### The metal 2 layer, run 1

Scale: 1 px per µm. Cells faint in the background.
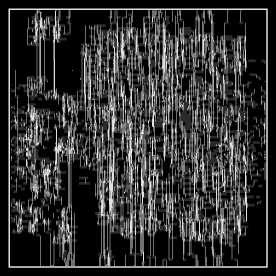
### Congestion heat map, run 1

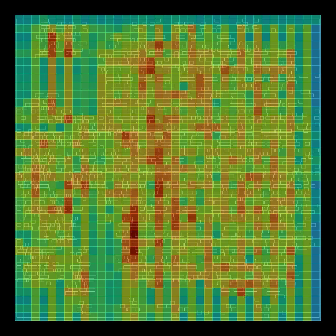
### Gate-type map, run 1

Scale: 2 px per µm.
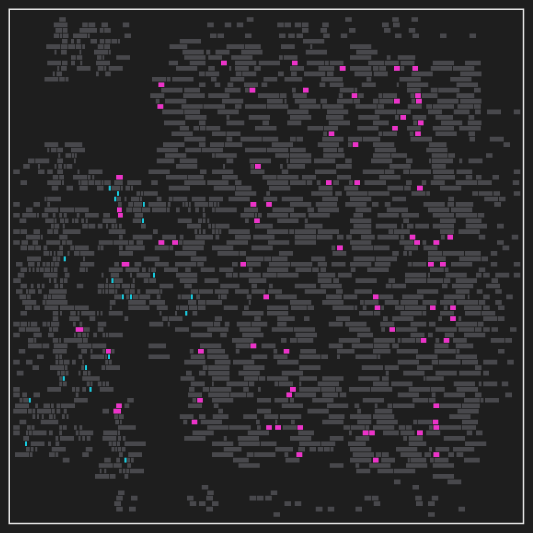
==> config.mk <==
export PLATFORM = sky130hd
export DESIGN_NAME = mtc_link_deframer_flat
export DESIGN_NICKNAME = d
export VERILOG_FILES = /design/src/rtl/mtc_link_deframer_if.sv /design/src/rtl/mtc_link_deframer.sv /design/src/flat_wrapper.sv
export SDC_FILE = /design/constraint.sdc
export NUM_CORES = 1
export LEC_CHECK = 0
export CAP_MARGIN = 15
export CORE_UTILIZATION = 31
export CTS_CLUSTER_SIZE = 40
export DETAILED_ROUTE_END_ITERATION = 7
export MAX_ROUTING_LAYER = met4
export PLACE_DENSITY = 0.5
export SYNTH_ARGS = -nofsm -noshare
export SYNTH_HDL_FRONTEND = slang
export SYNTH_SLANG_ARGS = --single-unit
==> constraint.sdc <==
create_clock -name clock -period 4.15 [get_ports clock]
set_clock_uncertainty 0.1 [all_clocks]
set_input_delay 0.83 -clock clock [delete_from_list [all_inputs] [get_ports clock]]
set_output_delay 0.83 -clock clock [all_outputs]
set_load 0.01 [all_outputs]
==> run summary, run 1 <==
Status on the layout run. Ranked by total cell area, the synthesized netlist is headed by edfxtp_1 (43%), dfxtp_1 (22%), mux4_2 (8.0%). After global routing the overflow that remains totals 0. Count of antenna diodes in the layout landed at 2. For this floorplan the total number of well-tap instances is 846.

TritonCTS buffer count landed at 55. The run finished with clean final reports. The floorplan has 92 rows. Depth of the worst register-to-register path landed at 8. Total power density per cell area landed at 526 nW/µm². Register fraction of the total cell area landed at roughly 52%.

The synthesis log from Yosys contains 0 warnings. Global-route met3 utilization landed at between 3 and 4%. Number of resized instances in the post-cts repair step landed at 0. The tree built by TritonCTS fans out to 508 sinks. The commonest cells after synthesis are edfxtp_1 (288), dfxtp_1 (220), mux2i_1 (82), nor2b_1 (73), mux4_2 (71). Area inside the core boundary landed at 63500 µm². Insertion delay to the later sink of the worst-skew pair landed at 0.61 ns. The final timing report counts setup violations totalling 0. Port buffering added 175 buffers. Sequential element share of the synthesized area landed at between 60% and 70%. Layout inverter count without the clock tree landed at 19.

The layout report lists the non-clock buffer share of cell area as between 9 and 10%. Per the post-synthesis report, the nets total 1403. Detailed-route iteration 0 reported a violation count of 656.
## Picture notes: 'The metal 2 layer'
wire length on this layer = 24.4 mm
longest straight run = 102 µm
main direction = vertical
number of vias in the routed layout: 12000
GR Layer Usage met2: 25.6%

## Picture notes: 'Congestion heat map'
met1 Usage GRT: 20.4%
average detailed-routed wire length per instance: 20.8 µm
global-route usage over all layers: 15.9%

## Picture notes: 'Gate-type map'
cyan -> inv cells  # cells 19, most used inv_1
magenta -> non-inverting ao/oa cells  # cells 72, most used a22o_1
highest-count logic cell in the final layout: edfxtp_1
final std cells w/o fill: 2437
combinational share of cell area: 26.5%

-- run 1: critical path, stage by stage (launching register included) --
cell       delay [ns]
dfxtp_1          0.48
inv_1            0.14
ha_1             0.40
nand4bb_4        0.18
a2111oi_4        0.66
nor3_1           0.16
a21oi_4          0.17
buf_12           0.45
a21oi_1          0.21
-- run 1: cells in the final DEF (no fill, tap or decap), drive strengths merged, types with 12 or more instances in the layout --
master         instances
a21oi                109
a22o                  64
xnor2                 17
nand3                 31
mux2i                 82
nor2b                 73
nand4                 14
inv                   19
ha                    18
or3                   23
xor2                  19
o21ai                 27
edfxtp               288
nor2                  58
clkdlybuf4s50        174
buf                   44
dfxtp                220
mux4                  71
and3                  12
clkbuf                75
clkinv                19
nand2                 36
-- run 1: routing by layer --
metal	up-vias	routed length (µm)
met5	-	0
met4	0	742
met3	51	2690
met2	257	24400
met1	6126	22800
li1	5561	-
-- run 1: power by group --
part,switching [W],internal (W),total (W)
logic,0.00116,0.00121,0.00237
registers,0.000181,0.00559,0.00577
clock network,0.00201,0.00295,0.00496
total,0.00335,0.00976,0.0131
-- run 1: logic make-up after synthesis --
family                     after synthesis  share of synthesized area, %
adders and majority gates               18                          1.12
xor gates and xnor gates                38                          1.80
AOI/OAI and AO/OA                      236                          9.13
buffers and inverters                   96                          2.38
muxes                                  154                          12.1
and+or+nand+nor                        298                          8.35
DFF                                    508                          65.1
-- run 1: per-stage QoR --
stage          utilization (%)  hold WS, ns  instances
3_5_place_dp              36.3        0.387       2335
3_3_place_gp              36.3        0.387       2335
2_1_floorplan                -        0.404       1348
4_1_cts                   39.2        0.400       2435
5_1_grt                   39.2        0.443       2437
6_report                  39.2        0.398       2437
### The metal 3 layer, run 1

Scale: 1 px per µm.
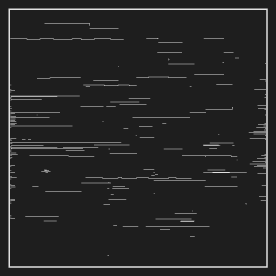

==> run 1 -> run 2 <==
Settings changed: PLACE_DENSITY 0.5 to 0.48.
Clock period 4.15 ns to 3 ns, I/O delays scaled along.
### The metal 3 layer, run 2

Scale: 1 px per µm.
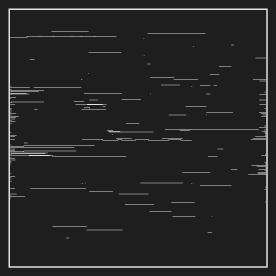
share of all routed wire = 4.4%
nets with wire on the layer = 114
number of vias in the routed layout: 12200
met3 Use GR: 3.16%
total wirelength of the detailed-routed design: 51.1 mm

### Congestion heat map, run 2

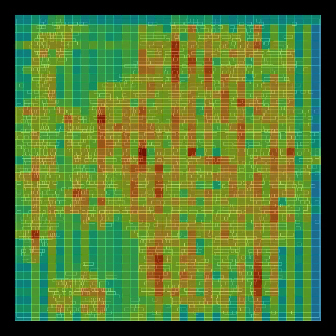
average detailed-routed wire length per instance: 20.4 µm
GR Layer Usage met2: 25.8%
share of the core filled with cells: 40.7%

==> run summary, run 2 <==
Status on the layout run. Internal power consumption landed at 0.0140 W (was 0.00976 W). The net count of the mapped netlist was 1403 (unchanged). Global router's overall resource usage landed at 15.9% (about the same). The worst-case hold slack is 0.291 ns (was 0.398 ns). Time the worst path needs with I/O delays and setup landed at 2.82 ns (was 3.19 ns).

Area inside the core boundary landed at 63500 µm² (unchanged). The first-pass GRT wire length is 78.3 mm (was 77.3 mm). Total number of yosys warnings landed at 0 (unchanged). Final cell count without fillers landed at 2507 (was 2437). The switching part of the total power is 25.6% (about the same). The sequential element share of the synthesized area is 65.1% (unchanged). Number of resized instances in the post-cts repair step landed at 0 (unchanged). Status: finished clean (unchanged).

Most instantiated cells after synthesis: edfxtp_1 (288), dfxtp_1 (220), mux2i_1 (82), nor2b_1 (73), mux4_2 (71) (unchanged). Clock network fraction of total power landed at 37.9% (about the same). Depth of the worst register-to-register path landed at 11 (was 8). Fraction of power consumed by sequential logic landed at 42.4% (was 44.0%). The number of cells in the design after placement was 2402 (was 2335). The CTS tree was built (unchanged). The placement row count is 92 (unchanged).

DRC marker count from the first detailed-route iteration landed at 606 (was 656). Quantity of I/O buffers inserted on ports landed at 175 (unchanged). Insertion delay to the later sink of the worst-skew pair landed at 0.62 ns (was 0.61 ns). The flip-flop and latch power came to 0.00796 W (was 0.00577 W).

The total clock network power is 0.00711 W (was 0.00496 W). Number of failing setup endpoints in the final timing report landed at 0 (unchanged). The maximum level of the CTS H-tree was 2 (unchanged). Worst supply voltage drop on vdd landed at 385 µV (was 291 µV).

The power group with the largest share is sequential cells (unchanged). TritonCTS buffer count landed at 56 (was 55). The area share of the largest cell type after synthesis is 43.1% (unchanged). Power consumed by combinational cells landed at 0.00368 W (was 0.00237 W). The total power density per cell area is 725 nW/µm² (was 526 nW/µm²). The data required time at the worst endpoint was 3.40 ns (was 4.50 ns). Top library cells by usage in the layout, fill and taps aside: edfxtp_1 (288), dfxtp_1 (219), clkdlybuf4s50_1 (174) (was edfxtp_1 (288), dfxtp_1 (220), clkdlybuf4s50_1 (174)).

The switching power is 0.00481 W (was 0.00335 W). The most common cell after layout, fill and taps aside was edfxtp_1 (unchanged). The clock net sink count was 508 (unchanged). The root buffer cell is clkbuf_16 (unchanged). Count of antenna diodes in the layout landed at 0 (was 2). Number of violations of the max-capacitance limit landed at 0 (unchanged). The total congestion overflow after global routing came to 0 (unchanged). The die extent in y came to 256 µm (unchanged). The placed cell area came to 23900 µm² (was 23100 µm²).

Portion of total power attributed to combinational logic landed at 19.6% (was 18.1%).
## run 2: netlist changes by cell type in the layout (fill, tap and decap cells not counted), sizes merged
cell      previous run  this run
buf                 44       111
clkinv              19        25
inv                 19        22
diode                2         0
clkbuf              75        69
clkinvlp             0         2
## run 2: through the flow
stage	setup slack, ns	setup TNS (ns)	utilization (%)
floorplan	0.00676	0	-
global placement	-0.167	-14.69	37.7
detailed placement	-0.199	-23.56	37.7
CTS	0.129	0	40.7
global route	0.00944	0	40.7
finish	0.180	0	40.7
## run 2: cell type report
class / instances / share of cell area (%)
flip-flops and latches: 508 / 50.4
clock inverters: 36 / 1.45
multi-input cells: 744 / 25.5
inverters: 19 / 0.276
well taps: 846 / 4.09
clock buffers: 69 / 6.04
repair buffers: 285 / 12.2
## run 2: cells by family (layout without fill, tap and decap cells)
kind of cell | after synthesis | in the layout | synth area share [%]
DFF | 508 | 508 | 65.1
xor gates and xnor gates | 38 | 38 | 1.80
AOI/OAI and AO/OA | 236 | 236 | 9.13
buffers and inverters | 96 | 409 | 2.38
and+or+nand+nor | 298 | 298 | 8.35
muxes | 154 | 154 | 12.1
adders and majority gates | 18 | 18 | 1.12
## run 2: metal layers
metal	global-route usage [%]	share of wire, %	vias up
li1	-	-	5699
met1	20.4	45	6209
met2	25.8	49	195
met3	3.16	4.4	57
met4	3.96	1.6	0
met5	-	0	-
## run 2: worst max-delay path: stages, from the launching register on
cell,delay (ns)
dfxtp_2,0.40
inv_1,0.12
ha_1,0.39
nand4bb_4,0.14
buf_4,0.16
a2111oi_4,0.36
buf_12,0.19
nand4_1,0.15
buf_12,0.22
buf_12,0.18
mux2i_1,0.22
a21oi_2,0.04
Power is estimated from default activity; no workload was simulated.
